--- config.mk ---
export PLATFORM = sky130hd
export DESIGN_NAME = btn_conditioner
export DESIGN_NICKNAME = d
export VERILOG_FILES = /design/src/rtl/btn_conditioner.sv
export SDC_FILE = /design/constraint.sdc
export NUM_CORES = 1
export LEC_CHECK = 0
export CORE_ASPECT_RATIO = 0.5
export CORE_MARGIN = 2
export CORE_UTILIZATION = 58
export CTS_CLUSTER_DIAMETER = 80
export DETAILED_ROUTE_END_ITERATION = 10
export GPL_ROUTABILITY_DRIVEN = 0
export PLACE_DENSITY = 0.79
export SETUP_SLACK_MARGIN = 0.3
export SKIP_CTS_REPAIR_TIMING = 1
export SLEW_MARGIN = 20
export SYNTH_ARGS = -nofsm -noshare
export SYNTH_HDL_FRONTEND = slang
export SYNTH_SLANG_ARGS = --single-unit
--- constraint.sdc ---
create_clock -name pG0 -period 2.5 [get_ports pG0]
set_input_delay 0.5 -clock pG0 [delete_from_list [all_inputs] [get_ports pG0]]
set_output_delay 0.5 -clock pG0 [all_outputs]
set_load 0.05 [all_outputs]
--- src/rtl/btn_conditioner.sv ---
// Push-button conditioner: two-flop synchroniser, four-state debounce FSM,
// press/release/long-press strobes, debounced level and a 4-bit press count.
module btn_conditioner #(
    parameter int unsigned DEBOUNCE   = 1000,
    parameter int unsigned LONG       = 12000,
    parameter int unsigned CNT_W      = 14,
    parameter bit          ACTIVE_LOW = 1'b0
) (
    input  logic       pG0,
    input  logic       rst,
    input  logic       p3B2,
    output logic       btn_level,
    output logic       press,
    // "release" is a reserved word, hence the suffix
    output logic       release_stb,
    output logic       long_press,
    output logic [3:0] press_count
);

    typedef enum logic [1:0] {
        IDLE,
        PRESS_WAIT,
        PRESSED,
        RELEASE_WAIT
    } state_t;

    localparam logic [CNT_W-1:0] DB_LAST   = CNT_W'(DEBOUNCE - 1);
    localparam logic [CNT_W-1:0] LONG_C    = CNT_W'(LONG);
    localparam logic [CNT_W-1:0] LONG_LAST = CNT_W'(LONG - 1);
    localparam logic [CNT_W-1:0] ONE       = CNT_W'(1);

    state_t           state;
    logic             s1;
    logic             s2;
    logic [CNT_W-1:0] dcnt;
    logic [CNT_W-1:0] hcnt;

    always_ff @(posedge pG0) begin
        if (rst) begin
            s1 <= 1'b0;
            s2 <= 1'b0;
        end else begin
            s1 <= p3B2 ^ ACTIVE_LOW;
            s2 <= s1;
        end
    end

    always_ff @(posedge pG0) begin
        if (rst) begin
            state       <= IDLE;
            dcnt        <= '0;
            hcnt        <= '0;
            btn_level   <= 1'b0;
            press       <= 1'b0;
            release_stb <= 1'b0;
            long_press  <= 1'b0;
            press_count <= '0;
        end else begin
            press       <= 1'b0;
            release_stb <= 1'b0;
            long_press  <= 1'b0;

            // Hold counter saturates at LONG, so a bounce back into PRESSED cannot re-fire
            if ((state == PRESSED || state == RELEASE_WAIT) && hcnt != LONG_C) begin
                hcnt <= hcnt + ONE;
                if (hcnt == LONG_LAST)
                    long_press <= 1'b1;
            end

            case (state)
                IDLE: begin
                    if (s2) begin
                        state <= PRESS_WAIT;
                        dcnt  <= '0;
                    end
                end
                PRESS_WAIT: begin
                    if (!s2) begin
                        state <= IDLE;
                    end else if (dcnt == DB_LAST) begin
                        state       <= PRESSED;
                        btn_level   <= 1'b1;
                        press       <= 1'b1;
                        press_count <= press_count + 4'd1;
                        hcnt        <= '0;
                    end else begin
                        dcnt <= dcnt + ONE;
                    end
                end
                PRESSED: begin
                    if (!s2) begin
                        state <= RELEASE_WAIT;
                        dcnt  <= '0;
                    end
                end
                RELEASE_WAIT: begin
                    if (s2) begin
                        state <= PRESSED;
                    end else if (dcnt == DB_LAST) begin
                        state       <= IDLE;
                        btn_level   <= 1'b0;
                        release_stb <= 1'b1;
                    end else begin
                        dcnt <= dcnt + ONE;
                    end
                end
                default: state <= IDLE;
            endcase
        end
    end

endmodule
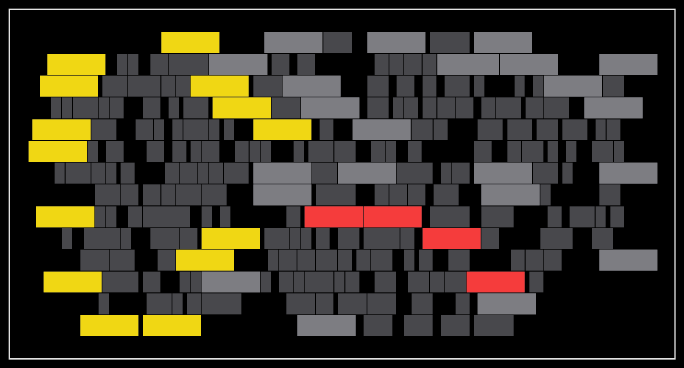
**Above:** sequential cells colored by netlist name.
Drawn at 8 px/µm. Other sequential cells in the stronger gray, the rest of the logic in the fainter gray.
hcnt: drawn in yellow, sequential cells 14. press_count: drawn in red, sequential cells 4.

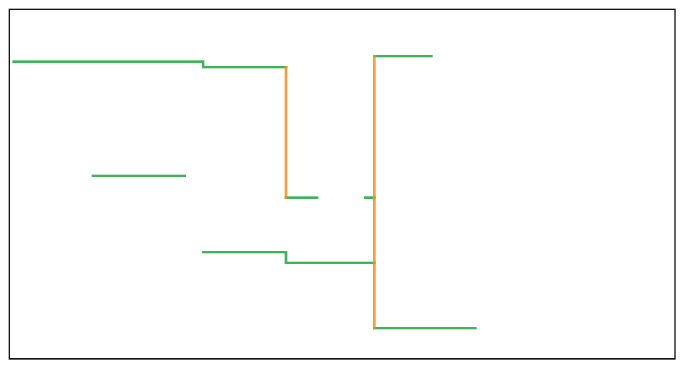
**Above:** wiring by layer.
Drawn at 8 px/µm. Only two layers are drawn.
met4: drawn in orange, wire length 50.3 µm. met3: drawn in green, wire length 93.8 µm.

==> impl_metrics.toml <==
# flow metrics
[cells_and_area]
fin_util_pct = 68.8
antenna_cells = 0
drive_gt1_share_pct = 8.89
comb_cells = 155
flops = 40
seq_area_share_pct = 38.9

[grt]
grt_pass1_vias = 1341
grt_util_met2_pct = 31.6
met3_usage_pct = 8.57
grt_pass1_wl_um = 5800
grt_antenna_before_repair = 0
grt_max_degree = 17
gr-total-overflow = 0

[critical_path]
cp.required_ns = 2.73
rr_endpoint = "press_count[3]"
path_buffers = 0
worst-r2r-cell-count = 4
critPathMaxFanout = 8
cp_slowest_cell = "or4_4"
cp.arrival_ns = 2.34
cpPeakStageDelay_ns = 0.55
cp-start-kind = "flip-flop"
endpoint = "press_count[3]"
crit_family = "simple AND/OR/NAND/NOR gates"

[placement]
post-place-cells = 255
placed_cell_area_mm2 = 0.00195
dp_slack_ns = 0.328

[synth]
synth_nets = 217
ys_chip_area_mm2 = 0.00181
common_cells = "40 x dfxtp_1, 22 x nor2_1, 17 x nand2_1, 14 x a21oi_1, 13 x nand3_1"
synth_warnings = 0
yosysCellCount = 210
async_flop_share_pct = 0
ys_seq_share_pct = 44.2
synth_cells = 210
synth.logic.top_family = "simple AND/OR/NAND/NOR gates"
ff_type = "dfxtp_1"
syn_area_per_cell_um2 = 8.63
synthMuxAreaShare_pct = 0.552
synthAoiAreaFrac_pct = 10.1
top_cell = "dfxtp_1"

[sta]
worst_pin_slew_ns = 0.503
setup_viol_count_final = 0
fmax_ghz = 0.475
hold_slack_ns = 0.446
setup_slack_ns = 0.393
slew_headroom_pct = 66.1
finalCritPeriodShare_pct = 84.3

[routing]
dr_wl_met3_um = 93
vias = 1493
wl_met1_um = 1630
met2RoutedLength_um = 1490
final_antenna_net_count = 0
top_layer = "met4"

[run]
timing.max_cap.violations = 0
tool_warnings = 27

[clock_tree]
h-tree-depth = 2
cts_tree = "done"
cts_max_path_buffers = 2
cts.sinks = 40
clkTransAtPathRegs_ns = 0.07

[power_and_ir_drop]
swShare_pct = 21.5
powerDensity_mw_per_mm2 = 542
pwr-share-clk_pct = 39.2
powerComb_uw = 36.0
p_int_uw = 878
p_sw_uw = 240
seq_power_share_pct = 57.6

[floorplanning]
n_tap_cell = 40
die_area_mm2 = 0.00361
die_x_um = 83.0
num_rows = 14
num_io_pins = 11

[worst_hold_path]
hold_depth = 1
hold_class = "flip-flop to flip-flop"
min_from = "s1"

[run_status]
outcome = "complete, no violations"
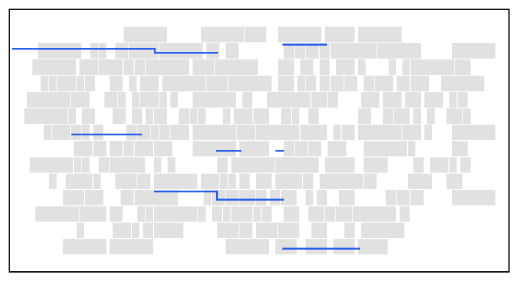
**Above:** signal wires on met3.
Drawn at 6 px/µm. Cells faint in the background.
The wires run mostly horizontal. The layer carries 93.8 µm of wire.

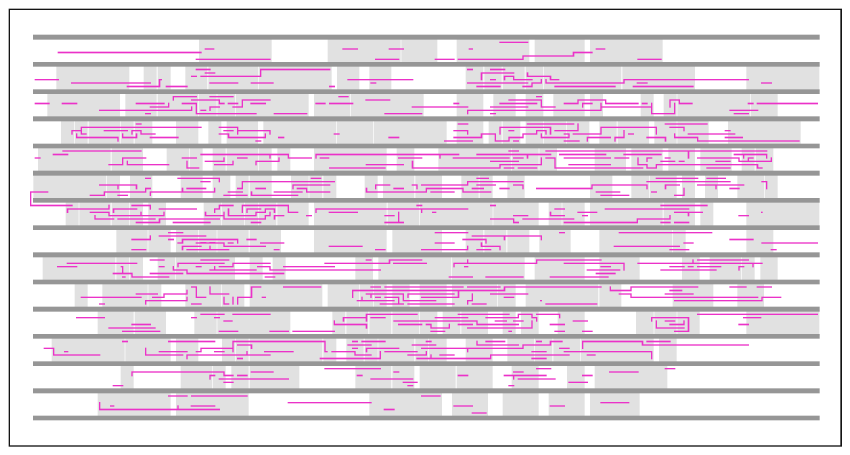
**Above:** met1 routing.
Drawn at 10 px/µm. Supply wires on this layer in gray. Cells faint in the background.
The layer holds 50% of the routed length. The longest straight run is 22.0 µm. 212 nets have wire on it.

Power and IR drop assume default switching activity.
